Run 1, met1 routing:
Supply wires on this layer in grey.
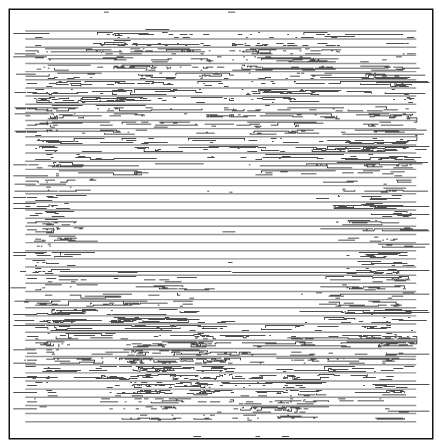
Run 1, the metal 2 layer:
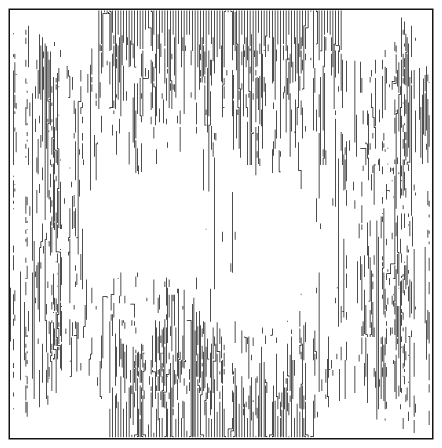
Run 1, signal wires on met3:
The bar under the picture is 50 µm long. Cells faint in the background.
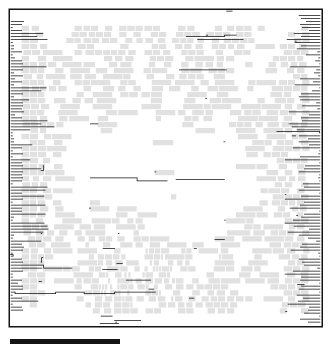
===== src/rtl/mem_arb_pkg.sv =====
// rtl/mem_arb_pkg.sv - shared defaults and helpers for the memory port arbiter
// Purpose: default memory geometry and the client-id width helper.
// Ports: none (package).
package mem_arb_pkg;

  localparam int DEF_ADDR_W = 5;
  localparam int DEF_DATA_W = 64;

  // Width needed to hold an index in 0..n-1, never less than one bit.
  function automatic int clog2(input int n);
    int w;
    w = 1;
    while ((1 << w) < n) w++;
    return w;
  endfunction

endpackage


===== src/rtl/mem_port_arbiter_if.sv =====
// rtl/mem_port_arbiter_if.sv - client and memory side bundle of the memory port arbiter
// Purpose: groups the read/write request, read response and memory port signals.
// Modports:
//   slave  - arbiter view: takes requests and memory read data, drives grants,
//            responses and the memory read/write port
//   master - client/memory view, the mirror of slave
interface mem_port_arbiter_if
  import mem_arb_pkg::*;
#(
  parameter int NUM_RD = 2,
  parameter int NUM_WR = 2,
  parameter int ADDR_W = DEF_ADDR_W,
  parameter int DATA_W = DEF_DATA_W
) ();

  logic [NUM_RD-1:0]        rd_req_valid;
  logic [NUM_RD*ADDR_W-1:0] rd_req_addr;
  logic [NUM_RD-1:0]        rd_req_ready;
  logic [NUM_RD-1:0]        rd_resp_valid;
  logic [DATA_W-1:0]        rd_resp_data;

  logic [NUM_WR-1:0]        wr_req_valid;
  logic [NUM_WR*ADDR_W-1:0] wr_req_addr;
  logic [NUM_WR*DATA_W-1:0] wr_req_data;
  logic [NUM_WR-1:0]        wr_req_ready;

  logic [ADDR_W-1:0]        mem_raddr;
  logic [DATA_W-1:0]        mem_rdata;
  logic                     mem_wen;
  logic [ADDR_W-1:0]        mem_waddr;
  logic [DATA_W-1:0]        mem_wdata;

  modport slave (
    input  rd_req_valid, rd_req_addr, wr_req_valid, wr_req_addr, wr_req_data, mem_rdata,
    output rd_req_ready, rd_resp_valid, rd_resp_data, wr_req_ready,
           mem_raddr, mem_wen, mem_waddr, mem_wdata
  );

  modport master (
    output rd_req_valid, rd_req_addr, wr_req_valid, wr_req_addr, wr_req_data, mem_rdata,
    input  rd_req_ready, rd_resp_valid, rd_resp_data, wr_req_ready,
           mem_raddr, mem_wen, mem_waddr, mem_wdata
  );

endinterface


===== src/rtl/rr_arbiter.sv =====
// rtl/rr_arbiter.sv - round-robin arbiter with rotating priority pointer
// Purpose: one-hot grant among N requesters, search starts at the pointer and wraps.
// Ports:
//   clock - rising-edge clock
//   reset - asynchronous active-low reset, clears the pointer to 0
//   valid - per-requester request vector
//   grant - one-hot grant (combinational), zero when nothing requests
module rr_arbiter
  import mem_arb_pkg::*;
#(
  parameter int N = 2
) (
  input  logic         clock,
  input  logic         reset,
  input  logic [N-1:0] valid,
  output logic [N-1:0] grant
);

  localparam int PTR_W = clog2(N);

  logic [PTR_W-1:0] ptr_q;
  logic [PTR_W-1:0] ptr_d;
  logic [PTR_W:0]   sum;
  logic [PTR_W-1:0] idx;
  logic             found;

  // Walk offsets 0..N-1 from the pointer; the first requester hit wins and
  // the pointer moves just past it. No hit leaves the pointer untouched.
  always_comb begin
    grant = '0;
    ptr_d = ptr_q;
    found = 1'b0;
    sum   = '0;
    idx   = '0;
    for (int off = 0; off < N; off++) begin
      sum = {1'b0, ptr_q} + (PTR_W+1)'(off);
      if (sum >= (PTR_W+1)'(N)) sum = sum - (PTR_W+1)'(N);
      idx = sum[PTR_W-1:0];
      if (!found && valid[idx]) begin
        found      = 1'b1;
        grant[idx] = 1'b1;
        ptr_d      = (idx == PTR_W'(N-1)) ? '0 : PTR_W'(idx + 1'b1);
      end
    end
  end

  always_ff @(posedge clock or negedge reset) begin
    if (!reset) ptr_q <= '0;
    else        ptr_q <= ptr_d;
  end

endmodule


===== src/rtl/mem_port_arbiter.sv =====
// rtl/mem_port_arbiter.sv - shares a 1R1W synchronous memory among read and write clients
// Purpose: independent round-robin arbitration on the read and write ports, read
//   responses tagged to the issuing client, same-cycle write-to-read forwarding.
// Ports:
//   clock - rising-edge clock
//   reset - asynchronous active-low reset
//   bus   - slave modport: client requests/grants, read responses, memory port
module mem_port_arbiter
  import mem_arb_pkg::*;
#(
  parameter int NUM_RD = 2,
  parameter int NUM_WR = 2,
  parameter int ADDR_W = DEF_ADDR_W,
  parameter int DATA_W = DEF_DATA_W
) (
  input  logic               clock,
  input  logic               reset,
  mem_port_arbiter_if.slave  bus
);

  localparam int RD_ID_W = clog2(NUM_RD);

  logic [NUM_RD-1:0]  rd_grant_raw;
  logic [NUM_WR-1:0]  wr_grant_raw;
  logic [NUM_RD-1:0]  rd_gnt;
  logic [NUM_WR-1:0]  wr_gnt;

  logic               rd_issue;
  logic [RD_ID_W-1:0] rd_id;
  logic [ADDR_W-1:0]  rd_addr;
  logic               wr_fire;
  logic [ADDR_W-1:0]  wr_addr;
  logic [DATA_W-1:0]  wr_data;
  logic               collide;

  logic               issue_q;
  logic [RD_ID_W-1:0] id_q;
  logic [ADDR_W-1:0]  raddr_q;
  logic               fwd_valid_q;
  logic [DATA_W-1:0]  fwd_data_q;

  rr_arbiter #(.N(NUM_RD)) u_rd_arb (
    .clock (clock),
    .reset (reset),
    .valid (bus.rd_req_valid),
    .grant (rd_grant_raw)
  );

  rr_arbiter #(.N(NUM_WR)) u_wr_arb (
    .clock (clock),
    .reset (reset),
    .valid (bus.wr_req_valid),
    .grant (wr_grant_raw)
  );

  // Grants and the write strobe are held low for as long as reset is low,
  // not just from the next edge.
  assign rd_gnt = rd_grant_raw & {NUM_RD{reset}};
  assign wr_gnt = wr_grant_raw & {NUM_WR{reset}};

  always_comb begin
    rd_issue = |rd_gnt;
    rd_id    = '0;
    rd_addr  = '0;
    for (int i = 0; i < NUM_RD; i++) begin
      if (rd_gnt[i]) begin
        rd_id   = RD_ID_W'(i);
        rd_addr = bus.rd_req_addr[i*ADDR_W +: ADDR_W];
      end
    end
  end

  always_comb begin
    wr_fire = |wr_gnt;
    wr_addr = '0;
    wr_data = '0;
    for (int i = 0; i < NUM_WR; i++) begin
      if (wr_gnt[i]) begin
        wr_addr = bus.wr_req_addr[i*ADDR_W +: ADDR_W];
        wr_data = bus.wr_req_data[i*DATA_W +: DATA_W];
      end
    end
  end

  // The macro's read-during-write result is undefined, so a read colliding
  // with a same-cycle write returns the write data instead (write-first).
  assign collide = rd_issue && wr_fire && (rd_addr == wr_addr);

  always_ff @(posedge clock or negedge reset) begin
    if (!reset) begin
      issue_q     <= 1'b0;
      id_q        <= '0;
      raddr_q     <= '0;
      fwd_valid_q <= 1'b0;
      fwd_data_q  <= '0;
    end else begin
      issue_q     <= rd_issue;
      fwd_valid_q <= collide;
      if (rd_issue) begin
        id_q    <= rd_id;
        raddr_q <= rd_addr;
      end
      if (collide) fwd_data_q <= wr_data;
    end
  end

  assign bus.rd_req_ready = rd_gnt;
  assign bus.wr_req_ready = wr_gnt;
  // Idle read cycles keep presenting the last issued address to the macro.
  assign bus.mem_raddr    = rd_issue ? rd_addr : raddr_q;
  assign bus.mem_wen      = wr_fire;
  assign bus.mem_waddr    = wr_addr;
  assign bus.mem_wdata    = wr_data;
  assign bus.rd_resp_data = fwd_valid_q ? fwd_data_q : bus.mem_rdata;

  always_comb begin
    bus.rd_resp_valid = '0;
    if (issue_q) bus.rd_resp_valid[id_q] = 1'b1;
  end

endmodule


===== src/flat_wrapper.sv =====
// flat-port wrapper written by rule: the top's interface ports become plain ports
module mem_port_arbiter_flat import mem_arb_pkg::*;
#(
  parameter int NUM_RD = 2,
  parameter int NUM_WR = 2,
  parameter int ADDR_W = DEF_ADDR_W,
  parameter int DATA_W = DEF_DATA_W
)
  (clock, reset, bus_rd_req_valid, bus_rd_req_addr, bus_wr_req_valid, bus_wr_req_addr, bus_wr_req_data, bus_mem_rdata, bus_rd_req_ready, bus_rd_resp_valid, bus_rd_resp_data, bus_wr_req_ready, bus_mem_raddr, bus_mem_wen, bus_mem_waddr, bus_mem_wdata);
  mem_port_arbiter_if #(.NUM_RD(NUM_RD), .NUM_WR(NUM_WR), .ADDR_W(ADDR_W), .DATA_W(DATA_W)) bus_i ();
  input  logic clock;
  input  logic reset;
  input wire logic [$bits(bus_i.rd_req_valid)-1:0] bus_rd_req_valid;
  input wire logic [$bits(bus_i.rd_req_addr)-1:0] bus_rd_req_addr;
  input wire logic [$bits(bus_i.wr_req_valid)-1:0] bus_wr_req_valid;
  input wire logic [$bits(bus_i.wr_req_addr)-1:0] bus_wr_req_addr;
  input wire logic [$bits(bus_i.wr_req_data)-1:0] bus_wr_req_data;
  input wire logic [$bits(bus_i.mem_rdata)-1:0] bus_mem_rdata;
  output wire logic [$bits(bus_i.rd_req_ready)-1:0] bus_rd_req_ready;
  output wire logic [$bits(bus_i.rd_resp_valid)-1:0] bus_rd_resp_valid;
  output wire logic [$bits(bus_i.rd_resp_data)-1:0] bus_rd_resp_data;
  output wire logic [$bits(bus_i.wr_req_ready)-1:0] bus_wr_req_ready;
  output wire logic [$bits(bus_i.mem_raddr)-1:0] bus_mem_raddr;
  output wire logic [$bits(bus_i.mem_wen)-1:0] bus_mem_wen;
  output wire logic [$bits(bus_i.mem_waddr)-1:0] bus_mem_waddr;
  output wire logic [$bits(bus_i.mem_wdata)-1:0] bus_mem_wdata;
  assign bus_i.rd_req_valid = bus_rd_req_valid;
  assign bus_i.rd_req_addr = bus_rd_req_addr;
  assign bus_i.wr_req_valid = bus_wr_req_valid;
  assign bus_i.wr_req_addr = bus_wr_req_addr;
  assign bus_i.wr_req_data = bus_wr_req_data;
  assign bus_i.mem_rdata = bus_mem_rdata;
  assign bus_rd_req_ready = bus_i.rd_req_ready;
  assign bus_rd_resp_valid = bus_i.rd_resp_valid;
  assign bus_rd_resp_data = bus_i.rd_resp_data;
  assign bus_wr_req_ready = bus_i.wr_req_ready;
  assign bus_mem_raddr = bus_i.mem_raddr;
  assign bus_mem_wen = bus_i.mem_wen;
  assign bus_mem_waddr = bus_i.mem_waddr;
  assign bus_mem_wdata = bus_i.mem_wdata;
  mem_port_arbiter #(.NUM_RD(NUM_RD), .NUM_WR(NUM_WR), .ADDR_W(ADDR_W), .DATA_W(DATA_W)) u_core (.clock(clock), .reset(reset), .bus(bus_i));
endmodule

===== config.mk =====
export PLATFORM = sky130hd
export DESIGN_NAME = mem_port_arbiter_flat
export DESIGN_NICKNAME = d
export VERILOG_FILES = /design/src/rtl/mem_arb_pkg.sv /design/src/rtl/mem_port_arbiter_if.sv /design/src/rtl/rr_arbiter.sv /design/src/rtl/mem_port_arbiter.sv /design/src/flat_wrapper.sv
export SDC_FILE = /design/constraint.sdc
export NUM_CORES = 1
export LEC_CHECK = 0
export CORE_AREA = 5 5 136 138
export DETAILED_ROUTE_END_ITERATION = 8
export DIE_AREA = 0 0 141 143
export PLACE_DENSITY = 0.7
export SLEW_MARGIN = 20
export SYNTH_ARGS = -nofsm -noshare
export SYNTH_HDL_FRONTEND = slang
export SYNTH_SLANG_ARGS = --single-unit

===== constraint.sdc =====
create_clock -name clock -period 4.86 [get_ports clock]
set_input_delay 0.486 -clock clock [delete_from_list [all_inputs] [get_ports clock]]
set_output_delay 0.486 -clock clock [all_outputs]
set_load 0.02 [all_outputs]

==> metrics.log, run 1 <==
[metrics] run summary
[metrics] share of the clock period used by the worst path: 69.0%
[metrics] DRC violation count after routing: 0
[metrics] Avg Synthesized Cell Area: 12.9 µm²
[metrics] count of port buffers added during placement: 362
[metrics] drt initial violations: 134
[metrics] Highest Clock Rate: 298 MHz
[metrics] global-route usage over all layers: 18.1%
[metrics] least setup slack across all paths after layout: 1.51 ns
[metrics] TritonCTS clock tree: built
[metrics] wire length of the first global-routing pass: 28600 µm
[metrics] die height: 143 µm
[metrics] Max VDD drop: 0.180 mV
[metrics] top cells by instance count after synthesis: dfrtp_1 (74), a22o_1 (64), mux2_2 (64)
[metrics] Setup violations, final: 0
[metrics] post-DP HPWL: 15400 µm
[metrics] die span in x: 141 µm
[metrics] fin area: 8760 µm²
[metrics] result of the run: finished clean
[metrics] Final Hold Viols: 0
[metrics] area fraction of the dominant cell type after synthesis: 39.7%
[metrics] top cells, area: dfrtp_1 (40%), mux2_4 (16%), mux2_2 (15%)
[metrics] number of antenna violations at the first check in global routing: 1
[metrics] Core Area: 17100 µm²
[metrics] sequential cell area fraction in the yosys report: 39.7%
[metrics] pin count of the biggest net entering global routing: 42
[metrics] TritonRoute pass-1 iters: 4
[metrics] clock root buffer: clkbuf_16
[metrics] CTS hold repair buffers: 0
[metrics] worst clock skew: 0.00559 ns
[metrics] wire per inst: 20.3 µm
[metrics] critical setup path kind: primary input to output pin
[metrics] count of library flops with an enable pin: 0
[metrics] crit-path max FO: 37
[metrics] routability congestion estimate from global placement: 0.956
[metrics] vias per std cell: 4.79
[metrics] num rows: 48
[metrics] share of post-route cells with drive strength above 1: 21.1%
[metrics] maximum buffer depth of the clock tree: 2
[metrics] number of nets in the final layout: 930
[metrics] most common cell in the synthesized netlist: dfrtp_1
[metrics] antenna-violating nets left: 0
[metrics] vias in the first global route: 5108
[metrics] most used flip-flop cell: dfrtp_1
[metrics] yosys stat area: 4670 µm²
[metrics] post-synthesis cell count from yosys: 362
[metrics] tally of OpenROAD warnings: 26
[metrics] setup slack on the worst flop-to-flop path: 1.90 ns
[metrics] Yosys warning count: 0
[metrics] count of maximum capacitance violations: 0
[metrics] arrival time worst endpoint: 2.87 ns
[metrics] number of H-tree branching levels: 3
[metrics] P per Cell Area: 280 nW/µm²
[metrics] Setup Fix Bufs, Post-CTS: 0
[metrics] clock slew at the register clock pins of the worst setup and hold paths: 0.06 ns
[metrics] insertion delay at the late pin of the worst-skew pair: 0.33 ns
[metrics] diodes inserted: 0
[metrics] final number of max-transition violations: 0
[metrics] Yosys top cell by area: dfrtp_1
[metrics] total negative setup slack: 0 ns
[metrics] count of clock tree sinks: 74
[metrics] number of top-level pins: 363
[metrics] Post-Synthesis Net Count: 580
[metrics] Leakage Power: 3.66 nW
[metrics] transition time at the pin with the least slew margin: 0.822 ns
[metrics] total clock buffers created by CTS: 9
[metrics] setup repair after global routing missed its margin: no
[metrics] starting density of the core: 27.4%
[metrics] flip-flop and latch count after synthesis: 74
[metrics] number of cells produced by synthesis: 362
[metrics] Post-Place Worst Slack: 1.31 ns
[metrics] Hold/Removal Path Class: primary input to asynchronous set/reset pin
[metrics] Syn Std Cell Area: 4670 µm²
[metrics] share of async-settable or async-resettable flops after synthesis: 100%
[metrics] crit path capture type: output pin
[metrics] Layout area overhead: 87.8%
[metrics] fin crit period: 3.35 ns
[metrics] standard cell area after detailed placement: 8460 µm²
[metrics] nature of the critical path startpoint: primary input
## Picture notes: 'met1 routing'
The layer carries 7240 µm of wire. The layer holds 38% of the routed length. 791 nets have wire on it. The wires run mostly horizontal.
wirelength, routed: 19100 µm
Vias: 4505

## Picture notes: 'the metal 2 layer'
The longest straight run is 66.3 µm. The layer carries 9780 µm of wire. The layer holds 51% of the routed length.

## Picture notes: 'signal wires on met3'
218 nets have wire on it. The wires run mostly horizontal.

## run 1: placed cells by master (no fill, tap or decap), types with 2 or more instances in the layout
master,n
a21bo_2,2
a21o_1,8
a22o_1,64
buf_4,8
clkbuf_16,9
clkbuf_8,3
clkdlybuf4s50_1,361
dfrtp_1,73
inv_1,2
inv_2,3
mux2_1,15
mux2_2,64
mux2_4,49
nand2_1,18
nor2_1,3
o32ai_1,4
o32ai_2,4
xor2_1,4
## run 1: registers in the layout (all words and copies together), names as in the netlist
name,count
u_core.id_q,1
u_core.fwd_data_q,64
u_core.u_rd_arb.ptr_q,1
u_core.issue_q,1
u_core.u_wr_arb.ptr_q,1
u_core.fwd_valid_q,1
u_core.raddr_q,5
## run 1: layout make-up
class,instances,area [µm²]
sequential,74,1850
clock buffer,13,270
tap,225,282
timing repair buffer,370,3690
multi-input combinational,252,2610
inverter,5,18.8
fill,1478,8290
clock inverter,2,35.0
## run 1: report_power, final
part,leakage [nW],internal [mW],switching (mW)
combinational,2.53,0.554,0.344
sequential,0.982,0.777,0.0994
clock,0.152,0.436,0.241
## run 1: per-stage QoR
stage | std cells | utilization, %
global route | 941 | 51.4
global placement | 926 | 49.6
floorplan | 362 | -
finish | 941 | 51.4
CTS | 941 | 51.4
detailed placement | 926 | 49.6
## run 1: metal layers
metal  global-route usage [%]  wire [µm]  vias to the layer above
li1                         -          -                     2077
met1                     20.0       7240                     2153
met2                     32.9       9780                      242
met3                     5.56       1650                       31
met4                     6.43        463                        2
met5                        0         13                        -
## run 1: critical path: stages
cell and delay [ns]:
buf_4 0.17, buf_4 0.44, inv_2 0.16, nor3_2 0.26, buf_4 0.40, a22o_1 0.27
clkdlybuf4s50_1 0.63
## run 1: worst paths after layout
check                                 startpoint               endpoint  cells after the start
max reg2reg                u_core.u_rd_arb.ptr_q   u_core.fwd_data_q[6]                      7
max                                        reset      bus_mem_wdata[33]                      7
max in group asynchronous                  reset  u_core.fwd_data_q[62]                      3
min reg2reg                    u_core.raddr_q[0]      u_core.raddr_q[0]                      1
min in group clock             u_core.raddr_q[0]      u_core.raddr_q[0]                      1
min                                        reset            u_core.id_q                      2
## run 1: logic make-up after synthesis
kind of cell,count (synthesis),share of synthesized area [%]
muxes,128,34.8
AOI/OAI and AO/OA,86,16.4
DFF,74,39.7
buffers and inverters,36,4.61
and+or+nand+nor,33,3.51
xor gates and xnor gates,5,0.938
Run 1, clock nets:
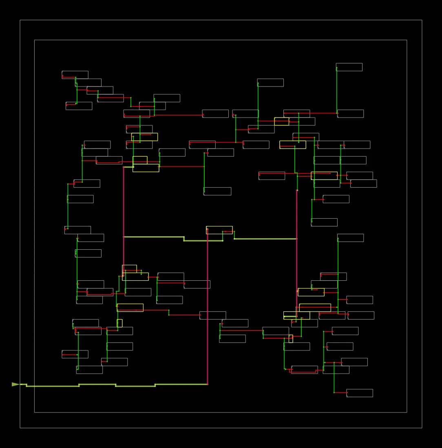

==> inputs of run 2 (changes only) <==
Settings changed: CORE_AREA 5 5 136 138 to 5 5 137 139, DIE_AREA 0 0 141 143 to 0 0 142 144, PLACE_DENSITY 0.7 to 0.72.
Clock period 4.86 ns to 3 ns, I/O delays scaled along.
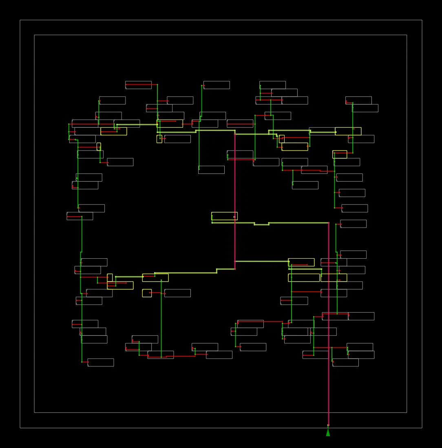
Run 2: clock nets
worst clock skew: 0.00266 ns
count of clock tree sinks: 74
Clock group: 1.06 mW
insertion delay at the late pin of the worst-skew pair: 0.33 ns

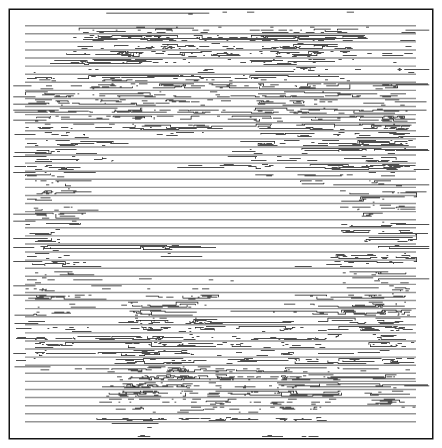
Run 2: met1 routing
Supply wires on this layer in grey.
The wires run mostly horizontal. The layer carries 6870 µm of wire. 788 nets have wire on it. The longest straight run is 40.0 µm. The layer holds 37% of the routed length.

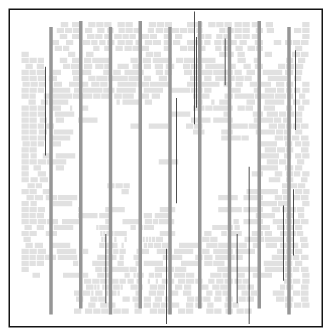
Run 2: met4 routing
Supply wires on this layer in grey. Cells faint in the background.
The longest straight run is 71.4 µm. 12 nets have wire on it.
wirelength, routed: 18600 µm
Vias: 4420

==> run 2 against run 1 <==
Against the previous run: setup slack lost 1.3 ns; sequential power grew 61%; synthesized cell count is the same; first-iteration DRC count grew 63%; clock power grew 57%; via count shrank 1.9%; power grew 61%; largest cell class unchanged; synthesized area is the same.
==> metrics.log, run 2 <==
[metrics] run summary
[metrics] Unique masters post-synth: 35
[metrics] Crit Reg-Reg Endpoint: u_core.fwd_data_q[50]
[metrics] wire per inst: 19.6 µm
[metrics] routability congestion estimate from global placement: 0.945
[metrics] fin area: 8840 µm²
[metrics] arrival time worst endpoint: 2.51 ns
[metrics] top cells, area: dfrtp_1 (40%), mux2_4 (16%), mux2_2 (15%)
[metrics] area taken by flip-flops and latches: 1850 µm²
[metrics] Max transition margin: 54.7%
[metrics] total clock buffers created by CTS: 9
[metrics] least setup slack across all paths after layout: 0.187 ns
[metrics] share of async-settable or async-resettable flops after synthesis: 100%
[metrics] Final Core Density: 50.4%
[metrics] drt initial violations: 218
[metrics] Highest Clock Rate: 356 MHz
[metrics] post-DP HPWL: 15100 µm
[metrics] transition time at the pin with the least slew margin: 0.679 ns
[metrics] wire length of the first global-routing pass: 26800 µm
[metrics] post-synthesis cell count from yosys: 362
[metrics] num rows: 49
[metrics] cell with the largest stage delay on the worst path: clkdlybuf4s50_1
[metrics] total negative setup slack: 0 ns
[metrics] diodes inserted: 0
[metrics] Core Area: 17500 µm²
[metrics] die height: 144 µm
[metrics] most used flip-flop cell: dfrtp_1
[metrics] TritonRoute pass-1 iters: 4
[metrics] P per Cell Area: 445 nW/µm²
[metrics] clock root buffer: clkbuf_16
[metrics] sequential cell area fraction in the yosys report: 39.7%
[metrics] Setup violations, final: 0
[metrics] count of maximum capacitance violations: 0
[metrics] Leakage Power: 3.69 nW
[metrics] antenna-violating nets left: 0
[metrics] count of library flops with an enable pin: 0
[metrics] Avg Synthesized Cell Area: 12.9 µm²
[metrics] pin count of the biggest net entering global routing: 54
[metrics] MI comb area: 2610 µm²
[metrics] crit-path max FO: 28
[metrics] number of cells produced by synthesis: 362
[metrics] critical path launch point: bus_wr_req_valid[1]
[metrics] list of cells traversed by the critical path: clkdlybuf4s50_1 > inv_2 > nor3_2 > buf_4 > a22o_1 > clkdlybuf4s50_1
[metrics] DRC violation count after routing: 0
[metrics] area of the chip: 20400 µm²
[metrics] flip-flop and latch count after synthesis: 74
[metrics] GR Overflow Total: 0
[metrics] number of top-level pins: 363
[metrics] number of nets in the final layout: 933
[metrics] Post-Synthesis Net Count: 580
[metrics] Final Hold Viols: 0
[metrics] global-route usage over all layers: 16.9%
[metrics] share of the clock period used by the worst path: 93.8%
[metrics] number of antenna violations at the first check in global routing: 0
[metrics] PnR Total Power: 3.93 mW
[metrics] area fraction of the dominant cell type after synthesis: 39.7%
[metrics] FF-to-FF Start: u_core.u_rd_arb.ptr_q
[metrics] Buf+Inv Stages, Crit Path: 4
[metrics] Top cells excl fill/tap: clkdlybuf4s50_1 (361), dfrtp_1 (73), mux2_2 (64), a22o_1 (64), mux2_4 (49)
[metrics] commonest non-fill, non-tap cell in the layout: clkdlybuf4s50_1
[metrics] count of port buffers added during placement: 362
[metrics] setup slack on the worst flop-to-flop path: 0.59 ns
[metrics] vias per std cell: 4.66
[metrics] crit-path leading delay family: buffers and inverters
[metrics] Max VDD drop: 0.273 mV
[metrics] standard cell area after detailed placement: 8530 µm²
[metrics] setup repair after global routing missed its margin: no
[metrics] crit path capture type: output pin
[metrics] number of H-tree branching levels: 3
[metrics] Post-Place Worst Slack: 0.104 ns
[metrics] number of filler instances in the final layout: 1531
[metrics] most common cell in the synthesized netlist: dfrtp_1
[metrics] Layout area overhead: 89.3%
[metrics] number of flip-flops under the largest register name: 64
[metrics] vias in the first global route: 4726
[metrics] worst stage delay on the critical path: 0.62 ns
[metrics] tally of OpenROAD warnings: 26
[metrics] Biggest register: u_core.fwd_data_q
[metrics] yosys stat area: 4670 µm²
[metrics] data required time of the critical path: 2.70 ns
[metrics] critical setup path kind: primary input to output pin
[metrics] clock slew at the register clock pins of the worst setup and hold paths: 0.05 ns
[metrics] Yosys top cell by area: dfrtp_1
[metrics] TritonCTS clock tree: built
[metrics] top cells by instance count after synthesis: dfrtp_1 (74), a22o_1 (64), mux2_2 (64)
[metrics] result of the run: finished clean
[metrics] final number of max-transition violations: 0
[metrics] cell count of the worst reg-to-reg path: 7
[metrics] Regs by FF count: u_core.fwd_data_q x64, u_core.raddr_q x5
[metrics] share of post-route cells with drive strength above 1: 21.4%
[metrics] die span in x: 142 µm
[metrics] starting density of the core: 26.6%
[metrics] fin crit period: 2.81 ns
[metrics] number of resized instances in the post-cts repair step: 0
[metrics] Syn Std Cell Area: 4670 µm²
[metrics] Hold/Removal Path Class: primary input to asynchronous set/reset pin
[metrics] most frequent cell on the critical path: clkdlybuf4s50_1
[metrics] Yosys warning count: 0
[metrics] nature of the critical path startpoint: primary input
[metrics] maximum buffer depth of the clock tree: 2
## run 2: how the worst max path moves through the flow
stage / cells after the start / slack (ns) / endpoint
final: 6 / 0.19 / bus_mem_wdata[22]
after global routing: 6 / 0.07 / bus_mem_wdata[0]
after CTS: 6 / 0.18 / bus_mem_wdata[22]
after detailed placement: 8 / 0.10 / u_core.fwd_data_q[50]
after global placement: 8 / 0.16 / u_core.fwd_data_q[41]
after floorplan: 8 / 0.67 / u_core.fwd_data_q[0]
## run 2: final cells by class
type                    count  area share [%]
well taps                 229            3.24
clock buffers              11            2.75
repair buffers            373            42.7
inverters                   5           0.212
clock inverters             5           0.609
flip-flops and latches     74            21.0
multi-input cells         252            29.6
## run 2: where the power goes
part | switching [mW] | internal [mW]
Combinational | 0.556 | 0.907
Sequential | 0.154 | 1.26
Clock | 0.395 | 0.663
Total | 1.11 | 2.83
## run 2: cells by family (layout without fill, tap and decap cells)
kind of cell,count (synthesis),in the layout,share of synthesized area (%)
AND-OR/OR-AND,86,86,16.4
XOR/XNOR,5,5,0.938
buffers and inverters,36,394,4.61
flip-flops,74,74,39.7
multiplexers,128,128,34.8
AND/OR/NAND/NOR,33,33,3.51
## run 2: stage by stage
| step | cells | hold slack [ns] |
|---|---|---|
| 3_3_place_gp | 932 | 0.184 |
| 5_1_grt | 949 | 0.168 |
| 2_1_floorplan | 362 | 0.00441 |
| 3_5_place_dp | 932 | 0.187 |
| 6_report | 949 | 0.147 |
| 4_1_cts | 949 | 0.137 |
## run 2: routing by layer
layer	share of wire (%)	wire length (µm)	vias to the layer above	track usage (%)
li1	-	-	2083	-
met1	37	6870	2103	18.7
met2	52	9720	208	30.3
met3	8.5	1590	26	5.75
met4	2.5	459	0	5.61
met5	0	0	-	0
## run 2: what timing repair did
action / CTS / global route
endpoints found under the hold margin: 2 / 0
hold buffers: 1 / 0
buffers inserted: 0 / 0
Power is estimated from default activity; no workload was simulated.
